==> run_1/final_congestion.png <==
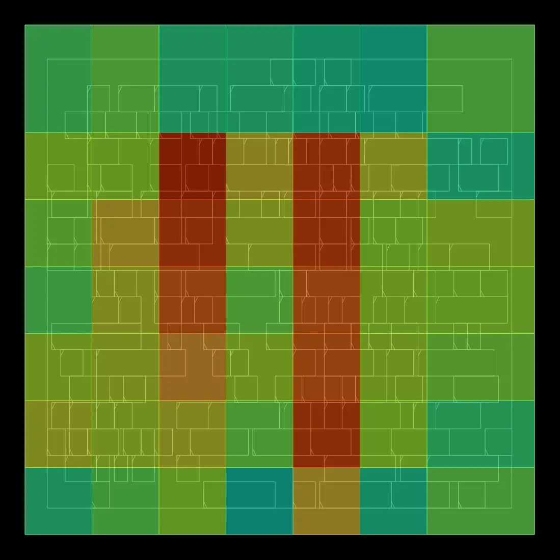
==> run_1/cell_classes.png <==
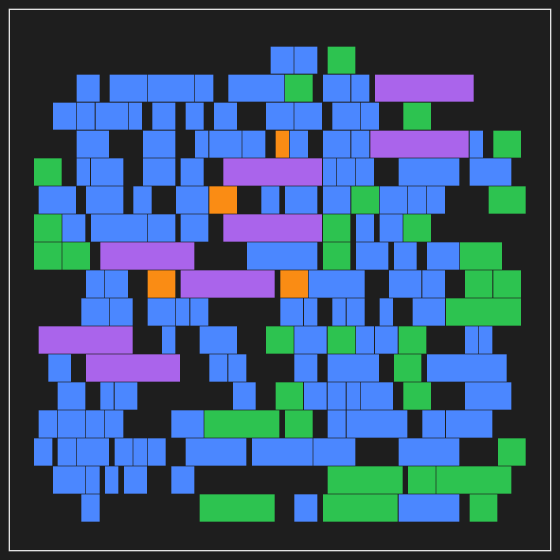
==> run_1/drive_strength.png <==
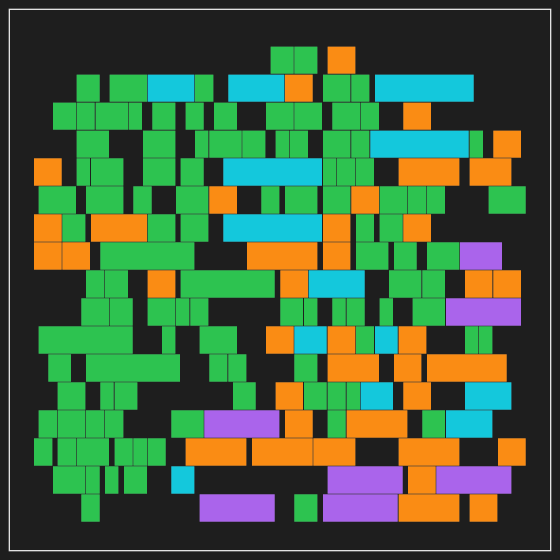
--- src/rtl/multicycle_controller.sv ---
// multicycle_controller: control FSM sequencing a multicycle CPU datapath with one shared memory port
// Ports:
//   clk, rst (async, active-low)
//   Cond/Op/Funct/Rd  instruction fields from the instruction register
//   ALUFlags          {N,Z,C,V} produced by the ALU this cycle
//   mem_ready         memory completes the current request this cycle
//   mem_req .. ALUControl  datapath strobes and selects
//   ImmSrc, RegSrc    decode passthroughs
//   Flags             stored {N,Z,C,V}; state = current FSM state (debug)
module multicycle_controller #(
    parameter int STATE_W = 4
) (
    input  logic               clk,
    input  logic               rst,
    input  logic [3:0]         Cond,
    input  logic [1:0]         Op,
    input  logic [5:0]         Funct,
    input  logic [3:0]         Rd,
    input  logic [3:0]         ALUFlags,
    input  logic               mem_ready,
    output logic               mem_req,
    output logic               PCWrite,
    output logic               AdrSrc,
    output logic               MemWrite,
    output logic               IRWrite,
    output logic               RegWrite,
    output logic [1:0]         ResultSrc,
    output logic               ALUSrcA,
    output logic [1:0]         ALUSrcB,
    output logic [1:0]         ALUControl,
    output logic [1:0]         ImmSrc,
    output logic [1:0]         RegSrc,
    output logic [3:0]         Flags,
    output logic [STATE_W-1:0] state
);
    typedef enum logic [3:0] {
        FETCH  = 4'd0,
        DECODE = 4'd1,
        MEMADR = 4'd2,
        MEMRD  = 4'd3,
        MEMWB  = 4'd4,
        MEMWR  = 4'd5,
        EXECR  = 4'd6,
        EXECI  = 4'd7,
        ALUWB  = 4'd8,
        BRANCH = 4'd9
    } state_t;

    state_t st, nx;
    logic [3:0] cmd;
    logic is_add, is_sub, is_and, is_orr, is_cmp, legal, arith, dp_write, cond_ex;
    logic [1:0] alu_op;
    logic n, z, c, v;

    assign cmd      = Funct[4:1];
    assign is_add   = cmd == 4'b0100;
    assign is_sub   = cmd == 4'b0010;
    assign is_and   = cmd == 4'b0000;
    assign is_orr   = cmd == 4'b1100;
    assign is_cmp   = cmd == 4'b1010;
    assign legal    = is_add | is_sub | is_and | is_orr | is_cmp;
    assign arith    = is_add | is_sub | is_cmp;
    assign dp_write = legal & ~is_cmp;
    // CMP reuses SUB; illegal commands fall back to ADD
    assign alu_op   = (is_sub | is_cmp) ? 2'b01 : is_and ? 2'b10 : is_orr ? 2'b11 : 2'b00;

    assign ImmSrc = Op;
    assign RegSrc = {Op == 2'b01, Op == 2'b10};
    assign state  = STATE_W'(st);
    assign {n, z, c, v} = Flags;

    // condition check uses stored flags only, so a flag-setting instruction
    // affects the next instruction's DECODE, never its own
    always_comb begin
        cond_ex = 1'b0;
        case (Cond)
            4'b0000: cond_ex = z;
            4'b0001: cond_ex = ~z;
            4'b0010: cond_ex = c;
            4'b0011: cond_ex = ~c;
            4'b0100: cond_ex = n;
            4'b0101: cond_ex = ~n;
            4'b0110: cond_ex = v;
            4'b0111: cond_ex = ~v;
            4'b1000: cond_ex = c & ~z;
            4'b1001: cond_ex = ~c | z;
            4'b1010: cond_ex = n == v;
            4'b1011: cond_ex = n != v;
            4'b1100: cond_ex = ~z & (n == v);
            4'b1101: cond_ex = z | (n != v);
            4'b1110: cond_ex = 1'b1;
            default: cond_ex = 1'b0;
        endcase
    end

    always_ff @(posedge clk or negedge rst) begin
        if (!rst) begin
            st    <= FETCH;
            Flags <= 4'b0000;
        end else begin
            st <= nx;
            if ((st == EXECR || st == EXECI) && Funct[0] && legal) begin
                Flags[3:2] <= ALUFlags[3:2];
                if (arith)
                    Flags[1:0] <= ALUFlags[1:0];
            end
        end
    end

    always_comb begin
        nx         = st;
        mem_req    = 1'b0;
        PCWrite    = 1'b0;
        AdrSrc     = 1'b0;
        MemWrite   = 1'b0;
        IRWrite    = 1'b0;
        RegWrite   = 1'b0;
        ResultSrc  = 2'b00;
        ALUSrcA    = 1'b0;
        ALUSrcB    = 2'b00;
        ALUControl = 2'b00;
        // while reset is held every strobe stays low even though st reads FETCH
        if (rst) begin
            case (st)
                FETCH: begin
                    mem_req   = 1'b1;
                    ALUSrcA   = 1'b1;
                    ALUSrcB   = 2'b10;
                    ResultSrc = 2'b10;
                    IRWrite   = mem_ready;
                    PCWrite   = mem_ready;
                    nx        = mem_ready ? DECODE : FETCH;
                end
                DECODE: begin
                    ALUSrcA   = 1'b1;
                    ALUSrcB   = 2'b10;
                    ResultSrc = 2'b10;
                    nx        = !cond_ex ? FETCH :
                                Op == 2'b00 ? (Funct[5] ? EXECI : EXECR) :
                                Op == 2'b01 ? MEMADR :
                                Op == 2'b10 ? BRANCH : FETCH;
                end
                EXECR: begin
                    ALUControl = alu_op;
                    nx         = ALUWB;
                end
                EXECI: begin
                    ALUSrcB    = 2'b01;
                    ALUControl = alu_op;
                    nx         = ALUWB;
                end
                ALUWB: begin
                    RegWrite = dp_write;
                    PCWrite  = dp_write && Rd == 4'd15;
                    nx       = FETCH;
                end
                MEMADR: begin
                    ALUSrcB = 2'b01;
                    nx      = Funct[0] ? MEMRD : MEMWR;
                end
                MEMRD: begin
                    mem_req = 1'b1;
                    AdrSrc  = 1'b1;
                    nx      = mem_ready ? MEMWB : MEMRD;
                end
                MEMWR: begin
                    mem_req  = 1'b1;
                    AdrSrc   = 1'b1;
                    MemWrite = mem_ready;
                    nx       = mem_ready ? FETCH : MEMWR;
                end
                MEMWB: begin
                    ResultSrc = 2'b01;
                    RegWrite  = 1'b1;
                    PCWrite   = Rd == 4'd15;
                    nx        = FETCH;
                end
                BRANCH: begin
                    ALUSrcB   = 2'b01;
                    ResultSrc = 2'b10;
                    PCWrite   = 1'b1;
                    nx        = FETCH;
                end
                default: nx = FETCH;
            endcase
        end
    end
endmodule

--- config.mk ---
export PLATFORM = sky130hd
export DESIGN_NAME = multicycle_controller
export DESIGN_NICKNAME = d
export VERILOG_FILES = /design/src/rtl/multicycle_controller.sv
export SDC_FILE = /design/constraint.sdc
export NUM_CORES = 1
export LEC_CHECK = 0
export ABC_CLOCK_PERIOD_IN_PS = 2300
export CAP_MARGIN = 0
export CORE_MARGIN = 2
export CORE_UTILIZATION = 45
export CTS_CLUSTER_SIZE = 24
export DETAILED_ROUTE_END_ITERATION = 10
export DONT_BUFFER_PORTS = 1
export GPL_ROUTABILITY_DRIVEN = 1
export SYNTH_ARGS = -nofsm -noshare
export SYNTH_HDL_FRONTEND = slang
export SYNTH_SLANG_ARGS = --single-unit
--- constraint.sdc ---
create_clock -name clk -period 2.3 [get_ports clk]
set_clock_uncertainty 0.15 [all_clocks]
set_input_delay 0.46 -clock clk [delete_from_list [all_inputs] [get_ports clk]]
set_output_delay 0.46 -clock clk [all_outputs]
set_load 0.05 [all_outputs]
==> results.toml, run 1 <==
# synthesis and place-and-route metrics
[clocking]
cts_inserted_buffers = 3
cts_setup_buffers = 4
root_buffer = "clkbuf_4"
cts_htree_levels = 1
clk_pin_slew_ns = 0.06
holdBufCountCts = 1
clkLatencyLatePin_ns = 0.26
clkSinkCount = 8
tritoncts = "built"
clockBufferDepth = 2

[setup_path]
slowest_stage = "dfrtp_2"
crit_fanout = 4
cp-end-kind = "primary output"
worst-setup-path-type = "flip-flop to primary output"
cpPeakStageDelay_ns = 0.44
critPathTopFamily = "simple AND/OR/NAND/NOR gates"
cp-start-kind = "flip-flop"
worstPathRequired_ns = 1.69
worstPathCellList = "nor3b_4 > a21oi_2 > nor4_1 > a21oi_1 > nor2_4 > buf_12"
path_buffers = 1
critPathArrivalTime_ns = 1.62

[floorplan]
die_area_sq_um = 2750
core_area_sq_um = 2210
die_height_um = 52.5
fp.dieW_um = 52.5
taps = 28
pin_count = 48
floorplan.core_util = 0.478
rows = 17

[cells_and_area]
clock_tree_area_fraction = 0.0175
comb_area_frac = 0.591
ff_count = 8
fillers = 194
lay_top_count = "buf_4"
sh_seq_area = 0.137
comb_cells = 116
area_growth_pct = 42.0
fin_nets = 191
final_cell_area_sq_um = 1500
final_layout_size_suffix_gt1_frac = 0.353
buffers = 32
buf_share = 0.214
n_all_inverters = 7
area_dominant_class = "logic gates"
area.sequential_sq_um = 205
comb_area_sq_um = 887
clkbuf_count = 4
lay_top_cells = "24 x buf_4, 13 x a21oi_1, 7 x inv_1"

[power_and_ir_drop]
seqPwrFrac = 0.182
switchingPower_mw = 0.710
power_frac_clock = 0.087
netSwitchingFraction = 0.532
p_total_mw = 1.34
p_comb_frac = 0.732
power_clock_mw = 0.116
pwr_density_cell_nw_per_um2 = 890
cell_internal_pwr_mw = 0.625
peakVddDrop_mv = 0.712
pg_seq_mw = 0.242
comb_cell_power_mw = 0.977
leakagePower_nw = 0.568
power_leader = "combinational cells"

[route]
dr.first_iter.drc_count = 24
met3_length_um = 179
wl_um = 2930
via_count = 1216
postRouteAntennaNets = 0
dr.max_layer_used = "met4"
avgViaCountPerCell = 6.24
drt-pass1-iter-count = 4
wl_met2_um = 1460
drc = 0
wl_met1_um = 1280

[final_timing]
setup_viol = 0
grt_setup_unrepaired = "true"
setup_slack_ns = 0.0686
period_needed_ns = 2.23
fin_setup_tns_ns = 0
fmax_mhz = 448
drv_slew = 0
period_used_share = 0.970
hold_violations = 0
relSlewSlack = 0.705
worst_slew_pin_slew_ns = 0.441

[yosys]
top_logic_kind = "simple AND/OR/NAND/NOR gates"
synthFlopType = "dfrtp_1"
synth-simple-area-share = 0.343
synth_top_cell_by_count = "a21oi_1"
fa_ha_area_frac = 0
largest_area_cell = "dfrtp_1"
ys_sh_mux = 0.0331
synth-seq-cells = 8
ys_sh_aoi = 0.298
synth-edff-count = 0
syn-mean-instance-area_sq_um = 7.24
synth_seq_share = 0.189
synth_area_sq_um = 1060
yosysCellCount = 146
synth-async-reset-ratio = 1.00
yosys_warnings = 0
top_area_frac = 0.189
syn_inst = 146
top_cells_by_count = "14 x a21oi_1, 11 x nor3_1, 8 x dfrtp_1, 8 x nor2_1"
yosysUniqueCellTypes = 45
ys_area_sq_um = 1060
synth.area.top_cells = "dfrtp_1 19%, a21oi_1 6.6%, nor3_1 5.2%, nor2b_1 4.1%, nor3b_1 3.6%"
syn_nets = 169
synth-xor-area-share = 0.0331

[grt]
grtUsageTotal = 0.221
use_met3 = 0.0514
grt_pass1_wl_um = 4750
grt_pass1_vias = 1089
met1_usage = 0.279
grt_max_degree = 15
antenna_found_initial = 0
gr-total-overflow = 0
grtUsageMet2 = 0.379

[placed_design]
portBuffers = 0
routabilityCongestion = 0.790
pre_cts_ws_ns = 0.244
hpwlAfterDp_um = 2160
place_area_sq_um = 1390

[flow_run]
warning_count = 29
cap_violations = 0

[outcome]
status = "complete, no violations"

[min_path]
hold_path.class = "input port to flip-flop"
About final_congestion.png:
Top Usage Layer GRT: met2
wire per inst: 15.0 um

About cell_classes.png:
| color | class | cells | share of their area |
|---|---|---|---|
| blue | all other logic | 123 | 62% |
| purple | flops | 8 | 14% |
| orange | clock drivers and dummy loads | 4 | 1.8% |
| green | other buffers and delay cells | 32 | 22% |

About drive_strength.png:
| color | size | cells |
|---|---|---|
| purple | drive 6 and up | 7 |
| cyan | drive 2 | 13 |
| green | drive 1 or less | 108 |
| orange | drive 3 to 4 | 39 |

run 1: sequential cells by signal, summed over array words and instances, names as in the netlist:
signal / flops
state: 4
Flags: 4
run 1: final timing paths:
kind,from,end,slack (ns),cells after the start
worst max-delay path,state[2],PCWrite,0.07,6
worst min-delay path,Op[1],state[1],0.14,1
worst max register to register,state[2],state[2],0.35,6
worst min register to register,Flags[1],Flags[1],0.48,2
max in group asynchronous,rst,state[3],1.29,1
min in group asynchronous,rst,state[1],0.41,1
run 1: per-stage QoR:
stage | utilization | hold slack, ns | cells
3_3_place_gp | 0.626 | 0.0150 | 183
3_5_place_dp | 0.626 | 0.0150 | 183
6_report | 0.679 | 0.139 | 195
5_1_grt | 0.679 | 0.130 | 195
4_1_cts | 0.656 | 0.135 | 192
2_1_floorplan | - | 0.0144 | 146
==> run_1/wire_density.png <==
The bar under the picture is 20 um long. The die is cut into 10 by 10 equal tiles; dark blue is low, red is high, scaled to the fullest tile. Values are wire area over tile area, all layers added.
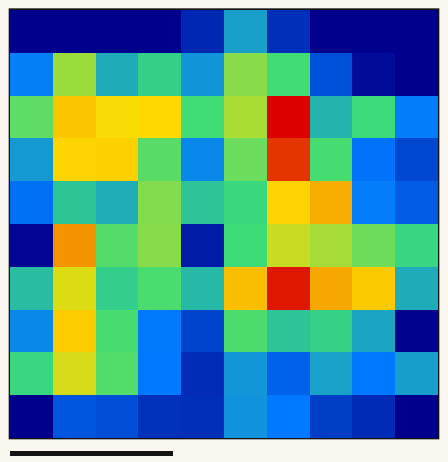

==> run 2: changes to the inputs <==
--- a/config.mk
+++ b/config.mk
@@ -5,6 +5,7 @@
 export SDC_FILE = /design/constraint.sdc
 export NUM_CORES = 1
 export LEC_CHECK = 0
+export ABC_AREA = 1
 export ABC_CLOCK_PERIOD_IN_PS = 2300
 export CAP_MARGIN = 0
 export CORE_MARGIN = 2
==> run_2/wire_density.png <==
The bar under the picture is 20 um long. The die is cut into 10 by 10 equal tiles; dark blue is low, red is high, scaled to the fullest tile. Values are wire area over tile area, all layers added.
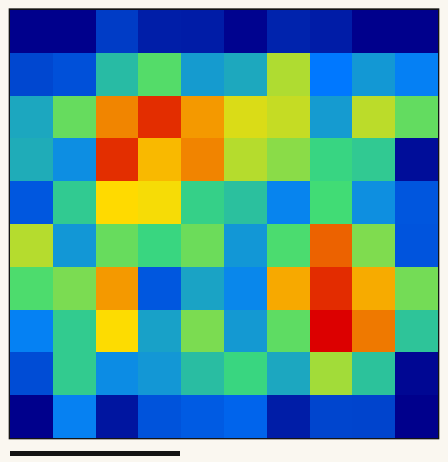
tiles over half the peak: 37%
nearly empty tiles: 8.0%
mean over tiles: 0.18
fullest tile: 0.44

==> run_2/drive_strength.png <==
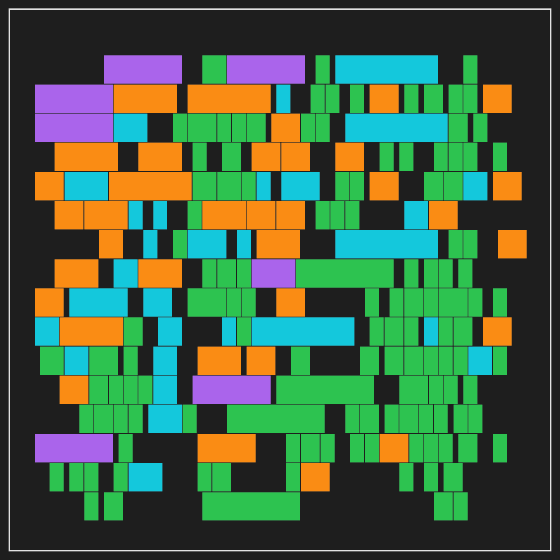
| color | size | cells |
|---|---|---|
| green | drive 1 or less | 126 |
| cyan | drive 2 | 29 |
| orange | drive 3 to 4 | 35 |
| purple | drive 6 and up | 7 |

==> results.toml, run 2 <==
# synthesis and place-and-route metrics
[outcome]
status = "complete, no violations"

[cells_and_area]
fin_cells = 224
clkbuf_count = 4
area_growth_pct = 44.8
clock_tree_area_fraction = 0.0187
ff_count = 8
comb_area_sq_um = 753
n_all_inverters = 30
sh_seq_area = 0.146
buffers = 25
final_layout_size_suffix_gt1_frac = 0.360
fillers = 183
lay_top_count = "nand2_1"

[yosys]
yosys_warnings = 0
ys_sh_mux = 0.0155
syn-mean-instance-area_sq_um = 5.61
top_cells_by_count = "51 x nand2_1, 25 x nor2_1, 21 x inv_1"
synth_top_cell_by_count = "nand2_1"
syn_inst = 173
yosysUniqueCellTypes = 29
synth-simple-area-share = 0.509
top_area_frac = 0.206
top_logic_kind = "simple AND/OR/NAND/NOR gates"
largest_area_cell = "dfrtp_1"
synth-edff-count = 0
synth.area.top_cells = "dfrtp_1 21%, nand2_1 20%, nor2_1 9.7%, nand3_1 8.2%, inv_1 8.1%"
synth_seq_share = 0.206
synth-seq-cells = 8
ys_sh_aoi = 0.119

[clocking]
clk_pin_slew_ns = 0.06
clockBufferDepth = 2
clkLatencyLatePin_ns = 0.25
tritoncts = "built"
cts_inserted_buffers = 3
cts_setup_buffers = 4
clkSinkCount = 8

[power_and_ir_drop]
power_leader = "combinational cells"
cell_internal_pwr_mw = 0.551
pg_seq_mw = 0.235
pwr_density_cell_nw_per_um2 = 904
comb_cell_power_mw = 0.920
p_total_mw = 1.27
peakVddDrop_mv = 0.945
power_clock_mw = 0.116
p_comb_frac = 0.724

[floorplan]
taps = 27
die_height_um = 50.5
die_area_sq_um = 2550
fp.dieW_um = 50.5
rows = 16

[setup_path]
worst-setup-path-type = "flip-flop to primary output"
critPathArrivalTime_ns = 1.61
cp-end-kind = "primary output"
critPathTopFamily = "flip-flops"
path_buffers = 4
crit_path_start = "state[1]"
cp-start-kind = "flip-flop"
crit_fanout = 4
worstPathRequired_ns = 1.69
worstPathCellList = "nor2_4 > inv_1 > nor2_2 > inv_2 > nor2_4 > inv_2 > o2111ai_2 > nand2_2 > clkinvlp_4"
r2r_start = "Flags[2]"

[flow_run]
cap_violations = 0
warning_count = 29

[route]
avgViaCountPerCell = 5.27
wire_per_inst_um = 12.5
wl_um = 2790
dr.first_iter.drc_count = 24
dr.max_layer_used = "met4"
via_count = 1181
wl_met1_um = 1190
met3_length_um = 221

[grt]
grt_busiest_layer = "met2"
met1_usage = 0.275
grt_pass1_vias = 1118
grt_max_degree = 10
grtUsageMet2 = 0.417
use_met3 = 0.0506
gr-total-overflow = 0
grt_pass1_wl_um = 4680

[final_timing]
setup_viol = 0
period_used_share = 0.965
fmax_mhz = 451
relSlewSlack = 0.586
hold_violations = 0

[placed_design]
place_area_sq_um = 1290
routabilityCongestion = 0.871
pre_cts_ws_ns = 0.130
dp.cells = 215

[min_path]
min-delay-start = "rst"
==> run 2: cell types whose count changed in the layout (fill, tap and decap cells not counted), moves of 5 or more <==
| cell | delta |
|---|---|
| buf_4 | -7 |
| nor2_4 | +5 |
| nand3_1 | +10 |
| inv_2 | +8 |
| inv_1 | +12 |
| a21oi_1 | -8 |
| nor2_1 | +15 |
| nand2_1 | +42 |
| nor2b_1 | -6 |
==> run 2: final timing paths <==
check | to | cells past startpoint
worst max-delay path | PCWrite | 9
worst min-delay path | state[2] | 2
worst max register to register | state[3] | 10
worst min register to register | Flags[1] | 2
max in group asynchronous | state[1] | 1
min in group asynchronous | state[3] | 1
==> run_2/final_congestion.png <==
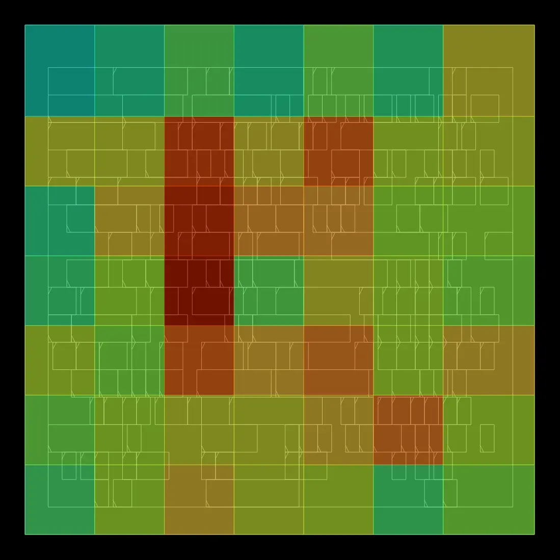

==> run 3: changes to the inputs <==
--- a/config.mk
+++ b/config.mk
@@ -14,6 +14,8 @@
 export DETAILED_ROUTE_END_ITERATION = 10
 export DONT_BUFFER_PORTS = 1
 export GPL_ROUTABILITY_DRIVEN = 1
+export PLACE_DENSITY = 0.66
+export SKIP_LAST_GASP = 1
 export SYNTH_ARGS = -nofsm -noshare
 export SYNTH_HDL_FRONTEND = slang
 export SYNTH_SLANG_ARGS = --single-unit
==> run_3/final_congestion.png <==
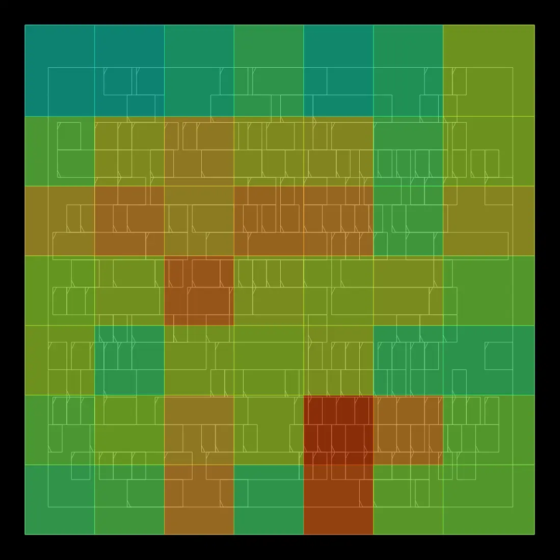
grt met3 use: 0.0714
GRT Resource Usage Total: 0.226

==> run_3/cell_classes.png <==
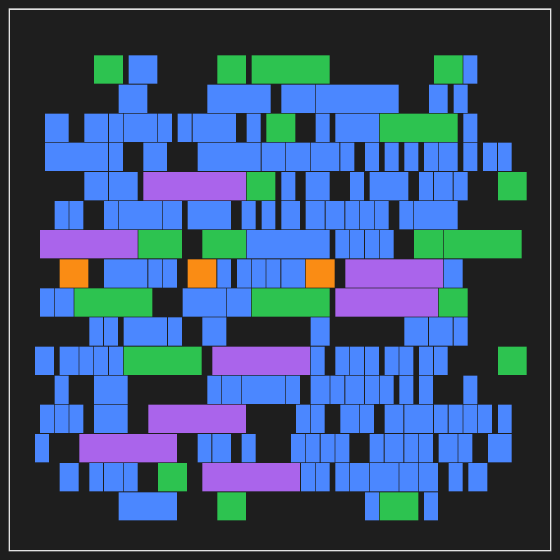
| color | class | cells | share of their area |
|---|---|---|---|
| orange | cells driving clock nets | 3 | 1.7% |
| purple | flops | 8 | 15% |
| blue | all other logic | 160 | 65% |
| green | other buffers and delay cells | 20 | 18% |

==> results.toml, run 3 <==
# synthesis and place-and-route metrics
[power_and_ir_drop]
pg_seq_mw = 0.221
p_total_mw = 1.21
peakVddDrop_mv = 0.808
p_comb_frac = 0.727
power_clock_mw = 0.109
comb_cell_power_mw = 0.877
power_leader = "combinational cells"
cell_internal_pwr_mw = 0.502
pwr_density_cell_nw_per_um2 = 887

[clocking]
clkSinkCount = 8
clkLatencyLatePin_ns = 0.25
clk_pin_slew_ns = 0.06
cts_inserted_buffers = 3
cts_setup_buffers = 0
tritoncts = "built"

[yosys]
ys_sh_mux = 0.0155
synth-simple-area-share = 0.509
top_logic_kind = "simple AND/OR/NAND/NOR gates"
synth_top_cell_by_count = "nand2_1"
synth-seq-cells = 8
syn-mean-instance-area_sq_um = 5.61
ys_sh_aoi = 0.119
yosysUniqueCellTypes = 29
synth-edff-count = 0
top_cells_by_count = "51 x nand2_1, 25 x nor2_1, 21 x inv_1"
synth.area.top_cells = "dfrtp_1 21%, nand2_1 20%, nor2_1 9.7%, nand3_1 8.2%, inv_1 8.1%"
synth_seq_share = 0.206
top_area_frac = 0.206
synth_area_sq_um = 971
yosys_warnings = 0

[route]
wl_um = 2650
dr.first_iter.drc_count = 29
avgViaCountPerCell = 5.20
wl_met1_um = 1060
wire_per_inst_um = 12.2
met3_length_um = 271
via_count = 1134
dr.max_layer_used = "met3"

[floorplan]
pin_count = 48
die_height_um = 50.5
fp.dieW_um = 50.5
rows = 16
die_area_sq_um = 2550

[cells_and_area]
fillers = 176
fin_cells = 218
final_layout_size_suffix_gt1_frac = 0.319
area_growth_pct = 40.1
comb_area_sq_um = 744

[setup_path]
worstPathRequired_ns = 1.69
cp-start-kind = "flip-flop"
worstPathCellList = "inv_2 > nor2_1 > nand3_1 > o2111ai_1 > nand2_1 > clkinvlp_4"
r2r_start = "Flags[0]"
crit_fanout = 3
crit_path_start = "state[0]"
critPathArrivalTime_ns = 1.68
r2r_cells = 11
crit_cells = 6
cp-end-kind = "primary output"
critPathTopFamily = "simple AND/OR/NAND/NOR gates"
worst-setup-path-type = "flip-flop to primary output"

[grt]
gr-total-overflow = 0
antenna_found_initial = 0
met1_usage = 0.288
grt_busiest_layer = "met2"
grtUsageMet2 = 0.390
grt_pass1_vias = 1059
grt_max_degree = 10
grt_pass1_wl_um = 4460

[placed_design]
dp.cells = 214
hpwlAfterDp_um = 2220
place_area_sq_um = 1290
pre_cts_ws_ns = 0.0970
routabilityCongestion = 0.973

[final_timing]
fmax_mhz = 437
hold_ws_ns = 0.169
relSlewSlack = 0.642
setup_viol = 0
hold_violations = 0
period_used_share = 0.995

[outcome]
status = "complete, no violations"

[min_path]
hold_path.class = "input port to flip-flop"
min-delay-start = "rst"
worst_hold_path.num_cells = 2

[flow_run]
cap_violations = 0
[run 3: timing repair]
item                                    4_1_cts  5_1_grt
hold buffers                                  1        0
hold endpoints to repair                      8        0
pin swaps                                     1        1
endpoints found under the setup margin        1        8
resized                                       6        6
[run 3: final timing paths]
kind | slack [ns] | to
max in group asynchronous | 1.27 | state[1]
worst min register to register | 0.49 | Flags[1]
worst max-delay path | 0.01 | PCWrite
worst min-delay path | 0.17 | state[2]
min in group asynchronous | 0.42 | Flags[2]
worst max register to register | 0.37 | state[2]
[run 3: layout make-up]
type,count,share of cell area
Inverter,30,0.0892
Clock buffer,3,0.0166
Multi-Input combinational cell,130,0.547
Tap cell,27,0.0248
Sequential cell,8,0.149
Timing Repair Buffer,20,0.173

==> layout pictures side by side <==
Placement density heat map.
The bar under the picture is 20 um long. The die is cut into 10 by 10 equal tiles; dark blue is low, red is high, 0 to 100% covered.
picture 1
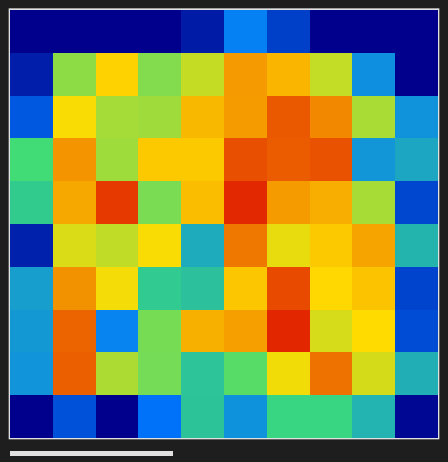
picture 2
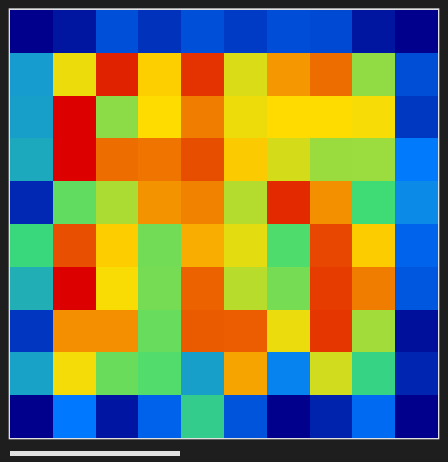
picture 3
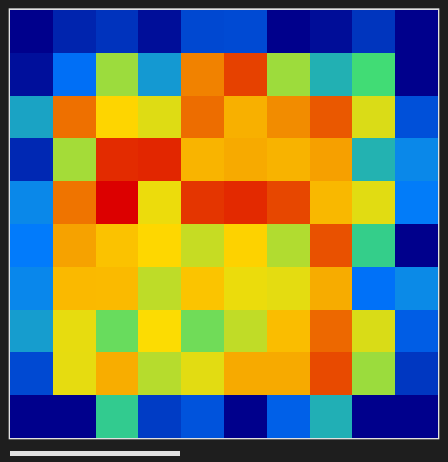
- run 2 = picture 2
- run 3 = picture 3
- run 1 = picture 1

Key to picture 3:
densest ninth of the die: center
nearly empty tiles: 10%
tiles over 75% full: 35%
mean over tiles: 52%

